### config.mk
export PLATFORM = sky130hd
export DESIGN_NAME = ebus_diag_master
export DESIGN_NICKNAME = d
export VERILOG_FILES = /design/src/rtl/ebus_diag_pkg.sv /design/src/rtl/ebus_parity36.sv /design/src/rtl/ebus_diag_master.sv
export SDC_FILE = /design/constraint.sdc
export NUM_CORES = 1
export LEC_CHECK = 0
export ABC_CLOCK_PERIOD_IN_PS = 2410
export CAP_MARGIN = 15
export CORE_MARGIN = 5
export CORE_UTILIZATION = 44
export CTS_CLUSTER_SIZE = 14
export DETAILED_ROUTE_END_ITERATION = 6
export PLACE_DENSITY = 0.81
export SLEW_MARGIN = 20
export SYNTH_ARGS = -nofsm -noshare
export SYNTH_HDL_FRONTEND = slang
export SYNTH_HIERARCHICAL = 1
export SYNTH_SLANG_ARGS = --single-unit
### constraint.sdc
create_clock -name clk -period 2.41 [get_ports clk]
set_input_delay 0.723 -clock clk [delete_from_list [all_inputs] [get_ports clk]]
set_output_delay 0.723 -clock clk [all_outputs]
set_load 0.02 [all_outputs]
### src/rtl/ebus_diag_pkg.sv
// ebus_diag_pkg
//   Shared definitions for the EBUS diagnostic master and its helpers:
//   FSM state codes, the 36-bit EBUS word type (KL10 bit order, bit 0 = MSB),
//   diagnostic function codes, and the EBUS odd-parity check function.
package ebus_diag_pkg;

    typedef logic [0:35] word_t;
    typedef logic [0:6]  func_t;
    typedef logic [2:0]  state_t;

    // FSM states, kept as plain constants so older tooling can read them
    localparam state_t ST_IDLE   = 3'd0;
    localparam state_t ST_SETUP  = 3'd1;
    localparam state_t ST_STROBE = 3'd2;
    localparam state_t ST_HOLD   = 3'd3;
    localparam state_t ST_RESP   = 3'd4;

    // Diagnostic function codes understood by the EBOX responders
    localparam func_t FUNC_CLR_RUN     = 7'o010;
    localparam func_t FUNC_SET_RUN     = 7'o011;
    localparam func_t FUNC_CONTINUE    = 7'o012;
    localparam func_t FUNC_IR_STROBE   = 7'o014;
    localparam func_t FUNC_DRAM_STROBE = 7'o015;
    localparam func_t FUNC_READ_13X    = 7'o130;

    // EBUS words carry odd parity: data plus parity bit must hold an odd
    // number of ones, so an even total is an error.
    function automatic logic odd_parity_err(input word_t data, input logic par);
        return ~(^{data, par});
    endfunction

endpackage

### src/rtl/ebus_parity36.sv
// ebus_parity36
//   Combinational odd-parity checker for one EBUS word; shared by EBUS endpoints.
//   Ports:
//     data [0:35] in  - EBUS data word
//     par         in  - EBUS parity bit
//     err         out - 1 when {data,par} does not have odd parity
module ebus_parity36
    import ebus_diag_pkg::*;
(
    input  logic [0:35] data,
    input  logic        par,
    output logic        err
);

    assign err = odd_parity_err(data, par);

endmodule

### src/rtl/ebus_diag_master.sv
// ebus_diag_master
//   Console-side initiator of the EBUS diagnostic cycle. Takes one request at
//   a time, drives the select code (and write data) for SETTLE_CYCLES, then
//   either pulses diag_strobe for STROBE_CYCLES plus one hold cycle (control/
//   write functions) or samples data_in with a parity check (read functions),
//   and returns exactly one response per request.
//   Ports:
//     clk, RESET                      - clock, synchronous active-high reset
//     req_valid/req_ready             - request handshake
//     req_func/req_read/req_data      - function code, read flag, write data
//     rsp_valid/rsp_ready             - response handshake
//     rsp_data/rsp_par_err            - read data and parity error (0 on writes)
//     ds/diag_strobe                  - EBUS select code and function strobe
//     data_drive/data_out             - master EBUS data enable and value
//     data_in/parity_in               - EBUS data and parity from responders
//   All outputs are registered.
module ebus_diag_master
    import ebus_diag_pkg::*;
#(
    parameter int SETTLE_CYCLES = 4,
    parameter int STROBE_CYCLES = 2
) (
    input  logic        clk,
    input  logic        RESET,
    input  logic        req_valid,
    output logic        req_ready,
    input  logic [0:6]  req_func,
    input  logic        req_read,
    input  logic [0:35] req_data,
    output logic        rsp_valid,
    input  logic        rsp_ready,
    output logic [0:35] rsp_data,
    output logic        rsp_par_err,
    output logic [0:6]  ds,
    output logic        diag_strobe,
    output logic        data_drive,
    output logic [0:35] data_out,
    input  logic [0:35] data_in,
    input  logic        parity_in
);

    localparam int MAX_CYCLES = (SETTLE_CYCLES > STROBE_CYCLES) ? SETTLE_CYCLES : STROBE_CYCLES;
    localparam int CW         = $clog2(MAX_CYCLES) + 1;

    localparam logic [CW-1:0] CNT_ZERO    = {CW{1'b0}};
    localparam logic [CW-1:0] CNT_ONE     = CW'(1);
    localparam logic [CW-1:0] SETTLE_LOAD = CW'(SETTLE_CYCLES - 1);
    localparam logic [CW-1:0] STROBE_LOAD = CW'(STROBE_CYCLES - 1);

    state_t        state_r;
    logic [CW-1:0] cnt_r;
    logic          read_r;
    logic          req_ready_r;
    logic          rsp_valid_r;
    word_t         rsp_data_r;
    logic          rsp_par_err_r;
    func_t         ds_r;
    logic          diag_strobe_r;
    logic          data_drive_r;
    word_t         data_out_r;
    logic          par_err_s;

    ebus_parity36 u_parity (
        .data (data_in),
        .par  (parity_in),
        .err  (par_err_s)
    );

    // Diagnostic cycle sequencer; every output is a register updated here
    always_ff @(posedge clk) begin
        if (RESET) begin
            state_r       <= ST_IDLE;
            cnt_r         <= CNT_ZERO;
            read_r        <= 1'b0;
            req_ready_r   <= 1'b1;
            rsp_valid_r   <= 1'b0;
            rsp_data_r    <= 36'o0;
            rsp_par_err_r <= 1'b0;
            ds_r          <= 7'o0;
            diag_strobe_r <= 1'b0;
            data_drive_r  <= 1'b0;
            data_out_r    <= 36'o0;
        end else begin
            case (state_r)
                ST_IDLE: begin
                    if (req_valid && req_ready_r) begin
                        state_r      <= ST_SETUP;
                        cnt_r        <= SETTLE_LOAD;
                        read_r       <= req_read;
                        req_ready_r  <= 1'b0;
                        ds_r         <= req_func;
                        data_drive_r <= ~req_read;
                        data_out_r   <= req_read ? 36'o0 : req_data;
                    end
                end
                ST_SETUP: begin
                    if (cnt_r == CNT_ZERO) begin
                        if (read_r) begin
                            // Sample taken on the last settle cycle; bus released for RESP
                            state_r       <= ST_RESP;
                            rsp_valid_r   <= 1'b1;
                            rsp_data_r    <= data_in;
                            rsp_par_err_r <= par_err_s;
                            ds_r          <= 7'o0;
                            data_drive_r  <= 1'b0;
                            data_out_r    <= 36'o0;
                        end else begin
                            state_r       <= ST_STROBE;
                            cnt_r         <= STROBE_LOAD;
                            diag_strobe_r <= 1'b1;
                        end
                    end else begin
                        cnt_r <= cnt_r - CNT_ONE;
                    end
                end
                ST_STROBE: begin
                    if (cnt_r == CNT_ZERO) begin
                        // Strobe drops first; ds/data stay for one hold cycle
                        state_r       <= ST_HOLD;
                        diag_strobe_r <= 1'b0;
                    end else begin
                        cnt_r <= cnt_r - CNT_ONE;
                    end
                end
                ST_HOLD: begin
                    state_r       <= ST_RESP;
                    rsp_valid_r   <= 1'b1;
                    rsp_data_r    <= 36'o0;
                    rsp_par_err_r <= 1'b0;
                    ds_r          <= 7'o0;
                    data_drive_r  <= 1'b0;
                    data_out_r    <= 36'o0;
                end
                ST_RESP: begin
                    if (rsp_ready) begin
                        state_r     <= ST_IDLE;
                        rsp_valid_r <= 1'b0;
                        req_ready_r <= 1'b1;
                    end
                end
                default: begin
                    // Unreachable encoding: fall back to a safe idle bus
                    state_r       <= ST_IDLE;
                    cnt_r         <= CNT_ZERO;
                    req_ready_r   <= 1'b1;
                    rsp_valid_r   <= 1'b0;
                    ds_r          <= 7'o0;
                    diag_strobe_r <= 1'b0;
                    data_drive_r  <= 1'b0;
                    data_out_r    <= 36'o0;
                end
            endcase
        end
    end

    assign req_ready   = req_ready_r;
    assign rsp_valid   = rsp_valid_r;
    assign rsp_data    = rsp_data_r;
    assign rsp_par_err = rsp_par_err_r;
    assign ds          = ds_r;
    assign diag_strobe = diag_strobe_r;
    assign data_drive  = data_drive_r;
    assign data_out    = data_out_r;

endmodule

### PDN straps and rails, run 1

Scale: 4 px per µm. Pins as bars on the die edge. Tap cells in gray.
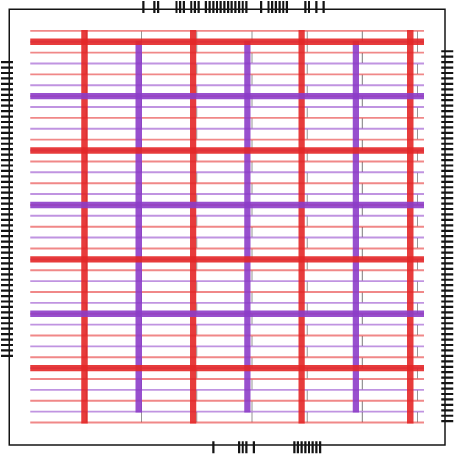
[VSS] red
[VDD] purple
rows: 36
met4 straps: 7
peak supply drop: 0.407 mV
die height: 109 µm

### Placement by cell class, run 1

Scale: 4 px per µm. Fill, decap, tap and diode cells in gray.
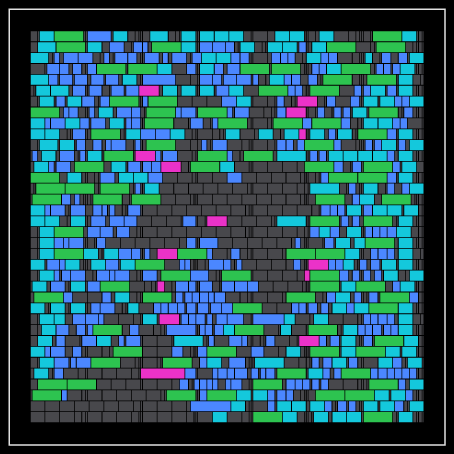
[clock drivers and dummy loads] magenta | cells: 14 | share of their area: 3.0%
[flip-flops] green | cells: 91 | share of their area: 30%
[other buffers and delay cells] cyan | cells: 181 | share of their area: 30%
[all other logic] blue | cells: 345 | share of their area: 37%
sequential fraction of total cell area: 0.290
Design Area, Final: 6270 µm²
Final Util: 0.651
core region area: 9640 µm²
# rows: 36

### Routed clock nets over the placement, run 1

Scale: 3 px per µm.
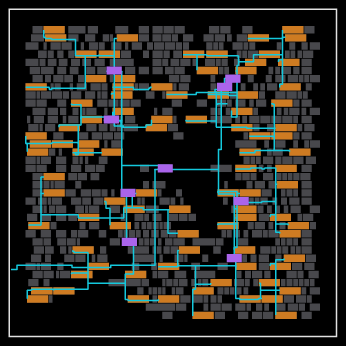
[clock wires] cyan | length: 1100 µm
[flip-flops] orange | count: 91
[cells driving clock nets] purple | count: 9
flops lie: spread over the die
clock power share: 0.170
Latency at later pin: 0.35 ns
clock skew: 0.00803 ns

==> flow_metrics.env, run 1 <==
# implementation run metrics
export IMPL_clockBufferDepth=2
export IMPL_grt_pass1_wl_um=17700
export IMPL_area_growth_pct=46.7
export IMPL_io_buffers=168
export IMPL_cts_root_buf="clkbuf_8"
export IMPL_flop_cell="dfxtp_1"
export IMPL_crit_end="rsp_par_err$_SDFFE_PP0P_"
export IMPL_finalWirelength_um=11400
export IMPL_r2r_start="cnt_r[0]$_SDFFE_PP0P_"
export IMPL_holdCritStartpoint="data_out[21]$_SDFFE_PP0P_"
export IMPL_fmax_mhz=435
export IMPL_drt_first_pass_iters=4
export IMPL_tool_warnings=27
export IMPL_critPathMaxFanout=2
export IMPL_synth_seq_share=0.426
export IMPL_top_usage_layer="met2"
export IMPL_setup_ws_ns=0.109
export IMPL_min_period_ns=2.30
export IMPL_vias=3761
export IMPL_post_cts_buffers=0
export IMPL_whs_ns=0.470
export IMPL_ys_cells=472
export IMPL_async_flop_share=0
export IMPL_crit_type="in -> reg"
export IMPL_syn_cell_area_um2=4280
export IMPL_final_nets=715
export IMPL_status="finished, final reports clean"
export IMPL_synth_edff_count=0
export IMPL_critPathLaunch="data_in[24]"
export IMPL_fp_util=0.444
export IMPL_syn_num_nets=559
export IMPL_dpl_cell_count=750
export IMPL_grt_total_usage=0.188
export IMPL_slew_headroom=0.548
export IMPL_place_hpwl_um=8230
export IMPL_ys_warn_count=6
export IMPL_syn_inst=472
run 1: layout make-up:
| cell class | count | area, µm² |
|---|---|---|
| sequential | 91 | 1820 |
| clock inverter | 3 | 40.0 |
| inverter | 5 | 18.8 |
| multi-input combinational | 340 | 2230 |
| tap | 133 | 166 |
| fill | 816 | 3370 |
| timing repair buffer | 181 | 1850 |
| clock buffer | 11 | 141 |
run 1: cell usage after synthesis, types with 2 or more instances:
cell,n
a211o_1,2
a21oi_1,10
a311oi_1,3
and2_1,39
buf_2,4
buf_4,3
buf_6,10
clkbuf_1,18
dfxtp_1,91
ha_1,2
inv_1,5
mux2i_1,37
nand2_1,8
nand2b_1,47
nand3_1,44
nand3b_1,4
nor2_1,40
nor2b_1,2
o21a_1,2
o21ai_0,25
o21ai_1,23
xnor2_1,28
xor2_1,6
run 1: power breakdown:
part | switching, mW | internal, mW | leakage (nW) | total [mW]
Sequential | 0.235 | 1.82 | 0.739 | 2.05
Combinational | 1.45 | 1.35 | 1.36 | 2.80
Clock | 0.502 | 0.494 | 0.0950 | 0.996
run 1: worst max-delay path: stages:
cell and delay (ns):
clkdlybuf4s50_1 0.49, xor2_1 0.18, xnor2_1 0.15, xnor2_1 0.17, xnor3_1 0.36, xnor2_1 0.13, and2_1 0.14, mux2i_1 0.14
nor2_1 0.05
run 1: through the flow:
step                      cell area [µm²]  utilization
final                                6270        0.651
after global routing                 6270        0.651
after CTS                            6250        0.648
after detailed placement             6070        0.630
after global placement               6070        0.630
after floorplan                      4280            -
run 1: flip-flops by register name, summed over array words and instances (netlist names):
| register | flops |
|---|---|
| cnt_r | 3 |
| data_drive | 1 |
| data_out | 36 |
| diag_strobe | 1 |
| ds | 7 |
| read_r | 1 |
| req_ready | 1 |
| rsp_data | 36 |
| rsp_par_err | 1 |
| rsp_valid | 1 |
| state_r | 3 |
--- run 2 (diff from run 1) ---
HOLD_SLACK_MARGIN = 0.08   (was not set)
==> run 2 against run 1 <==
  * Non-clock buffer count unchanged
  * Die area stayed put
  * Register-to-register slack is essentially flat
  * Worst hold slack did not move
  * First-iteration DRC count is the same
  * Utilization stayed put
  * Sequential power is essentially flat
  * Wire length did not move
==> flow_metrics.env, run 2 <==
# implementation run metrics
export IMPL_status="finished, final reports clean"
export IMPL_slew_headroom=0.548
export IMPL_critPathMaxFanout=2
export IMPL_post_dp_cell_area_um2=6070
export IMPL_syn_num_nets=559
export IMPL_grt_pass1_wl_um=17700
export IMPL_crit_family="XOR/XNOR gates"
export IMPL_clkLatencyLatePin_ns=0.35
export IMPL_whs_ns=0.470
export IMPL_synth_seq_share=0.426
export IMPL_drv_slew=0
export IMPL_worst_path_stages=9
export IMPL_min_period_ns=2.30
export IMPL_post_cts_buffers=0
export IMPL_cp_slowest_cell="clkdlybuf4s50_1"
export IMPL_synth_edff_count=0
export IMPL_met3_length_um=1290
export IMPL_fin_area_um2=6270
export IMPL_setup_ws_ns=0.109
export IMPL_skew_ns=0.00803
export IMPL_ys_cells=472
export IMPL_crit_type="in -> reg"
export IMPL_p_comb_frac=0.479
export IMPL_fp_util=0.444
export IMPL_clkPwrFrac=0.170
export IMPL_worst_path_most_repeated_cell="xnor2_1"
export IMPL_tool_warnings=27
export IMPL_placementRows=36
export IMPL_core_um2=9640
export IMPL_area_growth_pct=46.7
export IMPL_syn_inst=472
export IMPL_report_final_hold_viol_count=0
export IMPL_path_buffers=1
export IMPL_p_int_mw=3.66
export IMPL_final_nets=715
export IMPL_p_switching_mw=2.19
export IMPL_common_cells="dfxtp_1, nand2b_1, nand3_1"
export IMPL_clockBufferDepth=2
export IMPL_pwr_share_seq=0.351
export IMPL_finalWirelength_um=11400
export IMPL_ir_drop_mv=0.407
export IMPL_async_flop_share=0
export IMPL_fmax_mhz=435
export IMPL_fillers=816
export IMPL_post_route_util=0.651
export IMPL_ys_warn_count=6
export IMPL_sw_frac_of_total=0.374
export IMPL_place_hpwl_um=8230
export IMPL_io_buffers=168
export IMPL_dpl_cell_count=750
-- run 2: cell counts in the layout (fill, tap and decap cells not counted) --
No cell type changed its count.
-- run 2: tightest hold or removal path: stages (launching register included) --
cell and delay [ns]:
dfxtp_1 0.32, nand2b_1 0.06, o21ai_1 0.05
-- run 2: power by group through the flow --
| stage | clock network [mW] | registers (mW) | logic [mW] |
|---|---|---|---|
| after floorplan | 0 | 2.33 | 1.45 |
| after global placement | 0 | 2.07 | 2.75 |
| after detailed placement | 0 | 2.09 | 2.81 |
| after CTS | 1.03 | 2.05 | 2.82 |
| after global routing | 1.11 | 2.10 | 3.02 |
| final | 0.996 | 2.05 | 2.80 |
-- run 2: path summary, 6_finish.rpt --
path / startpoint / end
max: data_in[24] / rsp_par_err$_SDFFE_PP0P_
min reg2reg: data_out[21]$_SDFFE_PP0P_ / data_out[21]$_SDFFE_PP0P_
max reg2reg: cnt_r[0]$_SDFFE_PP0P_ / rsp_data[27]$_SDFFE_PP0P_
min: data_out[21]$_SDFFE_PP0P_ / data_out[21]$_SDFFE_PP0P_
-- run 2: logic make-up after synthesis --
kind of cell / synth area share
fa+ha+maj: 0.00585
xor+xnor: 0.0749
flops: 0.426
mux: 0.0866
simple gates: 0.248
buf+inv: 0.0577
compound gates: 0.101
-- run 2: layout make-up --
type / count / area (µm²) / area share
Clock buffer: 11 / 141 / 0.0225
Multi-Input combinational cell: 340 / 2230 / 0.356
Tap cell: 133 / 166 / 0.0265
Inverter: 5 / 18.8 / 0.00299
Timing Repair Buffer: 181 / 1850 / 0.295
Clock inverter: 3 / 40.0 / 0.00638
Sequential cell: 91 / 1820 / 0.290
### PDN straps and rails, run 2

Scale: 4 px per µm. Pins as bars on the die edge. Tap cells in gray.
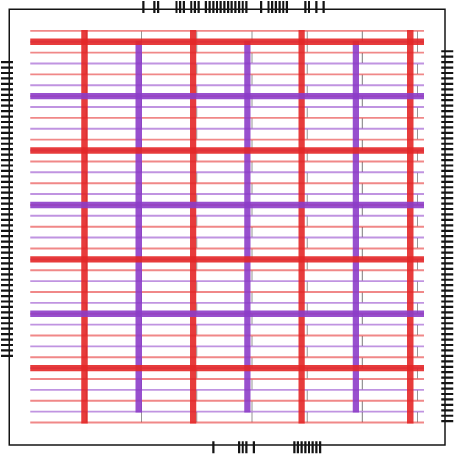
die extent in x: 109 µm

### Routing congestion map, run 2

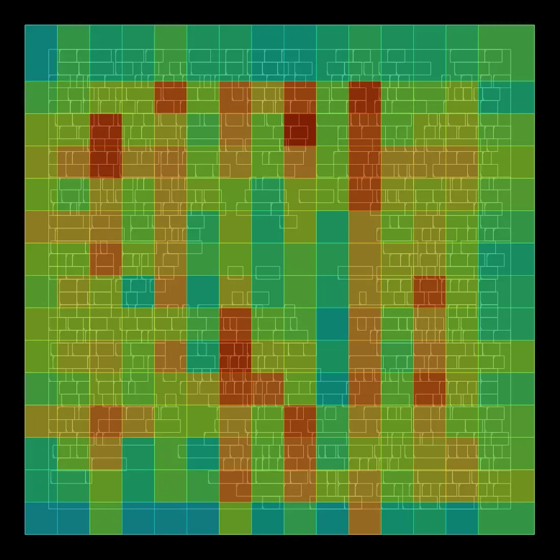
GR Util met3: 0.0764
global-route track usage on met2: 0.291
grt peak-use layer: met2
Tot GR Track Use: 0.188

--- run 3 (diff from run 2) ---
ABC_CLOCK_PERIOD_IN_PS = not set   (was 2410)
SETUP_SLACK_MARGIN = 0.4   (was not set)
### Metal layers overlaid, run 3

Scale: 4 px per µm.
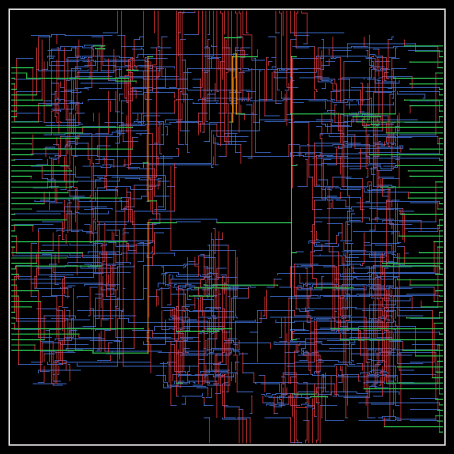
[met1] blue | wire length: 5250 µm
[met4] orange | wire length: 171 µm
[met2] red | wire length: 5670 µm
[met3] green | wire length: 1180 µm
routed vias: 3871
Tot GR Track Use: 0.184

### PDN straps and rails, run 3

Scale: 4 px per µm. Pins as bars on the die edge. Tap cells in gray.
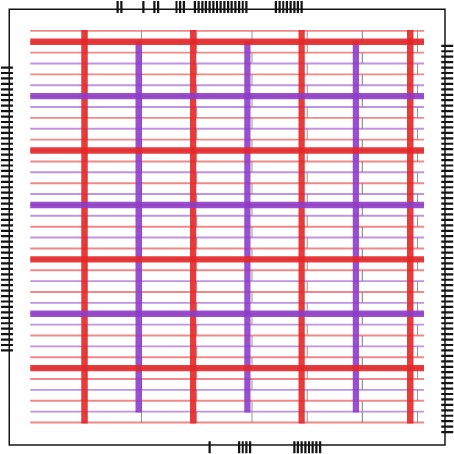
peak supply drop: 0.369 mV

==> run 3 against run 2 <==
  * Sequential share of layout area down 0.22 points
  * Clock-buffer cell count unchanged
  * Sequential power about the same
  * Clock power down 2.4%
  * Via count up 2.9%
  * Sequential cell count unchanged
  * Final area up 0.98%
  * Power down 1.3%
  * Clock skew up 0.0015 ns
  * Wire length up 7.2%
  * First-iteration DRC count down 2.8%
  * Critical endpoint unchanged
==> flow_metrics.env, run 3 <==
# implementation run metrics
export IMPL_ys_sh_aoi=0.101
export IMPL_io_buffers=168
export IMPL_syn_num_nets=559
export IMPL_report_final_hold_viol_count=0
export IMPL_synth_seq_share=0.426
export IMPL_whs_ns=0.464
export IMPL_ys_sh_adder=0.00585
export IMPL_post_dp_cell_area_um2=6000
export IMPL_syn_inst=472
export IMPL_area_growth_pct=48.2
export IMPL_core_um2=9640
export IMPL_top_cell="dfxtp_1"
export IMPL_placementRows=36
export IMPL_clkLatencyLatePin_ns=0.36
export IMPL_xor_share=0.0749
export IMPL_final_nets=717
export IMPL_cts_root_buf="clkbuf_8"
export IMPL_ys_cells=472
export IMPL_skew_ns=0.00951
export IMPL_finalWirelength_um=12300
export IMPL_status="finished, final reports clean"
export IMPL_async_flop_share=0
export IMPL_clockBufferDepth=2
export IMPL_crit_family="XOR/XNOR gates"
export IMPL_worst_path_stages=9
export IMPL_fp_util=0.444
export IMPL_setup_ws_ns=0.380
export IMPL_simple_gate_share=0.248
export IMPL_critPathMaxFanout=2
export IMPL_crit_chain="buf_8 > xor2_4 > xnor2_2 > xnor2_2 > xnor3_1 > xnor2_1 > and2_1 > mux2i_1 > nor2_1"
export IMPL_crit_type="in -> reg"
export IMPL_drv_slew=0
export IMPL_dpl_cell_count=745
export IMPL_synth_edff_count=0
export IMPL_critPathMaxStageDelay_ns=0.43
export IMPL_place_hpwl_um=8160
export IMPL_die_area_um2=11800
export IMPL_fmax_mhz=493
export IMPL_common_cells="dfxtp_1, nand2b_1, nand3_1"
export IMPL_grt_pass1_wl_um=17200
export IMPL_slew_headroom=0.673
export IMPL_syn_cell_area_um2=4280
export IMPL_ys_sh_mux=0.0866
export IMPL_path_buffers=1
export IMPL_worst_path_most_repeated_cell="xnor2_2"
export IMPL_tool_warnings=30
export IMPL_die_w_um=109
[run 3: cell counts after synthesis]
No cell type changed its count.
[run 3: tightest hold or removal path, stage by stage (launching register included)]
cell and delay (ns):
dfxtp_1 0.31, nand2b_1 0.06, o21ai_1 0.05
[run 3: repair_timing]
item,4_1_cts,5_1_grt
endpoints found under the setup margin,85,49
gates resized,109,64
cloned,0,5
pin swaps,17,31
buffers inserted,0,2
[run 3: per-layer routing]
| layer | GRT usage | share of wire | vias to the layer above |
|---|---|---|---|
| li1 | - | - | 1891 |
| met5 | 0 | 0 | - |
| met4 | 0.0730 | 0.014 | 0 |
| met1 | 0.224 | 0.43 | 1787 |
| met2 | 0.299 | 0.46 | 179 |
| met3 | 0.0639 | 0.096 | 14 |
[run 3: power by group]
part / leakage (nW) / internal [mW] / total (mW) / switching (mW)
Clock: 0.0915 / 0.433 / 0.972 / 0.539
Combinational: 1.95 / 1.20 / 2.75 / 1.55
Sequential: 0.740 / 1.82 / 2.05 / 0.231
Total: 2.78 / 3.45 / 5.77 / 2.32
[run 3: final timing paths]
check	slack, ns	to	from
setup / recovery	0.38	rsp_par_err$_SDFFE_PP0P_	data_in[31]
hold / removal	0.46	data_out[26]$_SDFFE_PP0P_	data_out[26]$_SDFFE_PP0P_
setup reg to reg	0.52	rsp_data[1]$_SDFFE_PP0P_	cnt_r[0]$_SDFFE_PP0P_
hold reg to reg	0.46	data_out[26]$_SDFFE_PP0P_	data_out[26]$_SDFFE_PP0P_
[run 3: area by class of cell]
class,count,area [µm²],share of cell area
timing repair buffer,183,1760,0.278
clock buffer,11,151,0.0239
sequential,91,1830,0.288
inverter,5,18.8,0.00296
multi-input combinational,340,2370,0.374
tap,133,166,0.0263
clock inverter,5,37.5,0.00593
antenna,1,2.50,0.000395
Power and IR drop assume default switching activity.
